===== config.mk =====
export PLATFORM = sky130hd
export DESIGN_NAME = latch_close_capture
export DESIGN_NICKNAME = d
export VERILOG_FILES = /design/src/rtl/latch_close_capture.sv
export SDC_FILE = /design/constraint.sdc
export NUM_CORES = 1
export LEC_CHECK = 0
export CORE_ASPECT_RATIO = 0.75
export CORE_MARGIN = 2
export CORE_UTILIZATION = 40
export DETAILED_ROUTE_END_ITERATION = 12
export PLACE_DENSITY = 0.68
export SYNTH_ARGS = -nofsm -noshare
export SYNTH_HDL_FRONTEND = slang
export SYNTH_SLANG_ARGS = --single-unit

===== constraint.sdc =====
create_clock -name i_clk -period 4.79 [get_ports i_clk]
set_input_delay 0.958 -clock i_clk [delete_from_list [all_inputs] [get_ports i_clk]]
set_output_delay 0.958 -clock i_clk [all_outputs]
set_load 0.02 [all_outputs]

===== src/rtl/latch_close_capture.sv =====
// latch_close_capture: syncs an async latch gate/data, queues the word seen at each gate close.
// Optional LATCH_CHG_CNT_EN adds a saturating counter of changes between accepted words.
module latch_close_capture #(
  parameter int DATA_W      = 1,
  parameter int DEPTH       = 4,
  parameter int SYNC_STAGES = 2
) (
  input  logic                     i_clk,
  input  logic                     i_rst_n,
  input  logic                     i_en,
  input  logic [DATA_W-1:0]        i_d,
  output logic                     o_valid,
  input  logic                     i_ready,
  output logic [DATA_W-1:0]        o_data,
  output logic [$clog2(DEPTH):0]   o_level,
  output logic                     o_ovf,
  input  logic                     i_ovf_clr,
  output logic [7:0]               o_chg_cnt
);
  localparam int AW = $clog2(DEPTH);
  typedef enum logic {CLOSED, OPEN} state_t;
  logic [SYNC_STAGES-1:0]             en_sync_q;
  logic [SYNC_STAGES-1:0][DATA_W-1:0] d_sync_q;
  logic                               en_s;
  logic [DATA_W-1:0]                  d_s;
  state_t                             state_q, state_d;
  logic                               capture;
  logic [AW:0]                        wr_q, wr_d, rd_q, rd_d;
  logic [DATA_W-1:0]                  mem [DEPTH];
  logic                               empty, full, pop, push_ok, drop;
  logic                               ovf_q, ovf_d;

  assign en_s = en_sync_q[SYNC_STAGES-1];
  assign d_s  = d_sync_q[SYNC_STAGES-1];

  always_ff @(posedge i_clk or negedge i_rst_n)
    if (!i_rst_n) begin
      en_sync_q <= '0;
      d_sync_q  <= '0;
    end else begin
      en_sync_q <= {en_sync_q[SYNC_STAGES-2:0], i_en};
      d_sync_q  <= {d_sync_q[SYNC_STAGES-2:0], i_d};
    end

  // Gate state simply follows en_s; a close is the OPEN->CLOSED step.
  always_comb begin
    state_d = en_s ? OPEN : CLOSED;
    capture = (state_q == OPEN) && !en_s;
  end

  // Pointers carry an extra wrap bit: equal means empty, MSB-only difference means full.
  always_comb begin
    empty   = wr_q == rd_q;
    full    = (wr_q ^ rd_q) == {1'b1, {AW{1'b0}}};
    pop     = !empty && i_ready;
    push_ok = capture && (!full || pop);
    drop    = capture && !push_ok;
    wr_d    = wr_q + (AW+1)'(push_ok);
    rd_d    = rd_q + (AW+1)'(pop);
    ovf_d   = drop || (ovf_q && !i_ovf_clr);
  end

  always_ff @(posedge i_clk or negedge i_rst_n)
    if (!i_rst_n) begin
      state_q <= CLOSED;
      wr_q    <= '0;
      rd_q    <= '0;
      ovf_q   <= 1'b0;
    end else begin
      state_q <= state_d;
      wr_q    <= wr_d;
      rd_q    <= rd_d;
      ovf_q   <= ovf_d;
    end

  always_ff @(posedge i_clk)
    if (push_ok) mem[wr_q[AW-1:0]] <= d_s;

  assign o_valid = !empty;
  assign o_data  = empty ? '0 : mem[rd_q[AW-1:0]];
  assign o_level = wr_q - rd_q;
  assign o_ovf   = ovf_q;

`ifdef LATCH_CHG_CNT_EN
  logic [DATA_W-1:0] last_q, last_d;
  logic [7:0]        cnt_q, cnt_d;
  always_comb begin
    last_d = push_ok ? d_s : last_q;
    cnt_d  = (push_ok && d_s != last_q && cnt_q != 8'hff) ? cnt_q + 8'd1 : cnt_q;
  end
  always_ff @(posedge i_clk or negedge i_rst_n)
    if (!i_rst_n) begin
      last_q <= '0;
      cnt_q  <= '0;
    end else begin
      last_q <= last_d;
      cnt_q  <= cnt_d;
    end
  assign o_chg_cnt = cnt_q;
`else
  assign o_chg_cnt = '0;
`endif
endmodule


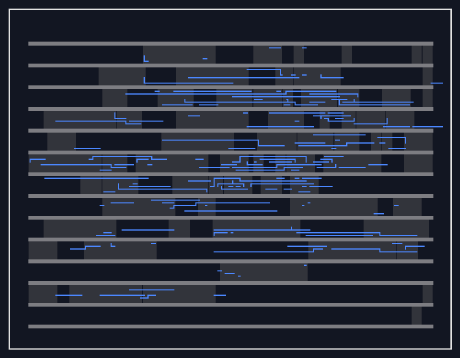
*Met1 routing*
Drawn at 8 px/um. Supply wires on this layer in gray. Cells faint in the background.
longest straight run: 20.0 um
wire length on this layer: 562 um
WL final: 1100 um
met1 usage: 17.9%

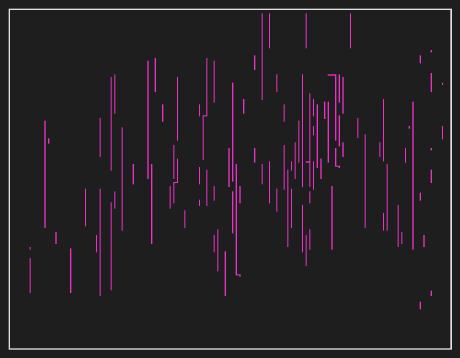
*Signal wires on met2*
Drawn at 8 px/um.
longest straight run: 18.4 um
main direction: vertical

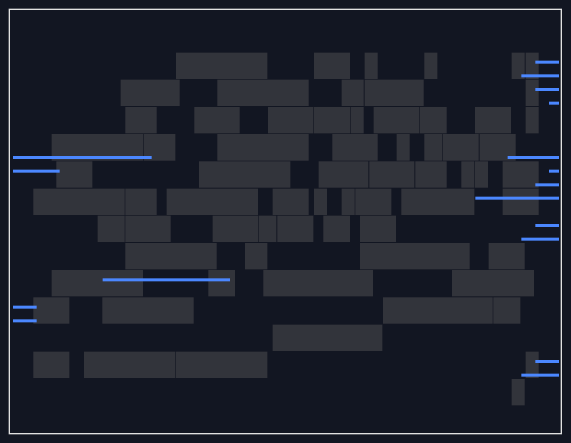
*Metal 3*
Drawn at 10 px/um. Cells faint in the background.
wire length on this layer: 69.5 um
main direction: horizontal
share of all routed wire: 6.3%
longest straight run: 13.6 um
met3 usage: 5.36%
DR vias: 437

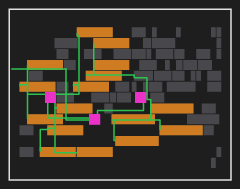
*Routed clock nets over the placement*
Drawn at 4 px/um.
[green] clock wires | length: 198 um
[magenta] cells driving clock nets | count: 3
[orange] flip-flops | count: 16
routed clock nets: 4
clock group power: 86.3 uW
Clock power frac: 12.7%

==> impl_metrics.json <==
{
  "status": "finished clean",
  "dp_slack_ns": 2.01,
  "power.density_nw_per_um2": 740,
  "edf_count": 4,
  "flop_cell": "dfrtp_1",
  "drt_iter0_drc": 2,
  "top_usage_layer": "met1",
  "crit_fanout": 4,
  "grt_pass1_wl_um": 1910,
  "antenna_found_initial": 0,
  "signal_buffers": 11,
  "fin_area_sq_um": 922,
  "routed.top_layer": "met3",
  "avgSynthCellArea_sq_um": 14.0,
  "timing.rr.end": "mem[2]",
  "largest_class": "sequential cells",
  "mi_logic_area_sq_um": 309,
  "p_switching_uw": 284,
  "fillers": 163,
  "nClkBuffers": 4,
  "critPathBufInv": 2,
  "comb_power_share_pct": 55.9,
  "crit_cells": 5,
  "switching_share_pct": 41.6,
  "start_kind": "register",
  "yosysWarnings": 0,
  "signal_buffer_area_fraction_pct": 11.9,
  "syn_area_sq_um": 782,
  "yosysChipArea_sq_um": 782,
  "grt_pass1_vias": 420,
  "xor_area_share_pct": 6.56,
  "pin_count": 20,
  "final_cells": 92,
  "die_h_um": 42.3,
  "top_area_share_pct": 38.4,
  "area_delta_synth_final_pct": 17.9,
  "grt_max_degree": 13,
  "synth-compound-area-share_pct": 9.76,
  "drv_slew": 0,
  "power_frac_seq_pct": 31.4,
  "die_w_um": 55.1,
  "fp-utilization_pct": 43.7,
  "cts.hold.buffers_added": 0,
  "yosysTopAreaCell": "dfrtp_1",
  "mux_share_pct": 2.88,
  "place_inst": 88,
  "max_freq_mhz": 324,
  "p_comb_uw": 381,
  "clockBufferDepth": 2,
  "gp_congestion": 0.711,
  "clk_share_pct": 3.93,
  "reg2regPathDepth": 4,
  "ys_sh_simple_pct": 4.32,
  "top_logic_kind": "adder cells",
  "finalCriticalPeriod_ns": 3.09,
  "crit_end": "o_level[2]",
  "globalRouteOverflowTotal": 0,
  "postCtsSetupRepairBufs": 0,
  "power.internal_uw": 398,
  "startpoint": "wr_q[0]",
  "nNetsFinal": 84,
  "cts_resized": 0,
  "crit_chain": "inv_1, ha_1, fa_1, xnor2_1, clkdlybuf4s50_1",
  "m1WireLength_um": 561,
  "clk_pin_slew_worst_paths_ns": 0.09,
  "final_common_cell": "dfrtp_1",
  "slew_headroom_pct": 66.6,
  "fin_util_pct": 51.5,
  "worst_pin_slew_ns": 0.500,
  "worst_path_largest_cell_delay_ns": 0.62,
  "core_sq_um": 1790,
  "endpoint_kind": "output pin",
  "vias_per_cell": 4.75,
  "holdPathEnd": "d_s",
  "inv_count": 5,
  "clk-insertion-delay-late_ns": 0.28,
  "power-top-group": "combinational cells",
  "warnings": 27,
  "taps": 22,
  "setup_viol": 0,
  "fin_skew_ns": 0.00331,
  "ant_nets": 0,
  "num_rows": 13,
  "top_cell": "dfrtp_1",
  "grtUsageTotal_pct": 11.7,
  "largest_register_ffs": 4,
  "cts_sinks": 16,
  "regArea_sq_um": 420,
  "nMultiInputCombCells": 34,
  "wl_per_cell_um": 11.9,
  "vdd_drop_max_uv": 594,
  "syn_inst": 56,
  "layout.cells.most_common_list": "dfrtp_1, clkdlybuf4s50_1, conb_1",
  "synth_seq_share_pct": 53.8,
  "ys_cells": 56,
  "r2r-start": "wr_q[0]",
  "crit_required_ns": 3.83,
  "synth_cell_types": 19,
  "wl_met3_um": 69,
  "p_total_uw": 682,
  "hp-start": "d_sync_q[0]",
  "topCellsByArea": "dfrtp_1, edfxtp_1, ha_1, buf_4, a2111oi_1",
  "fin_tns_setup_ns": 0,
  "comb_area_share_pct": 33.5,
  "met2_usage_pct": 15.5,
  "seq_area_share_pct": 45.6,
  "drcViolationCount": 0,
  "cts_tree": "yes",
  "top_cells_by_count": "dfrtp_1, buf_4, ha_1",
  "dpl_cell_area_sq_um": 886,
  "clockRootBuffer": "clkbuf_4",
  "fa_ha_area_share_pct": 12.2
}
Power and IR drop assume default switching activity.
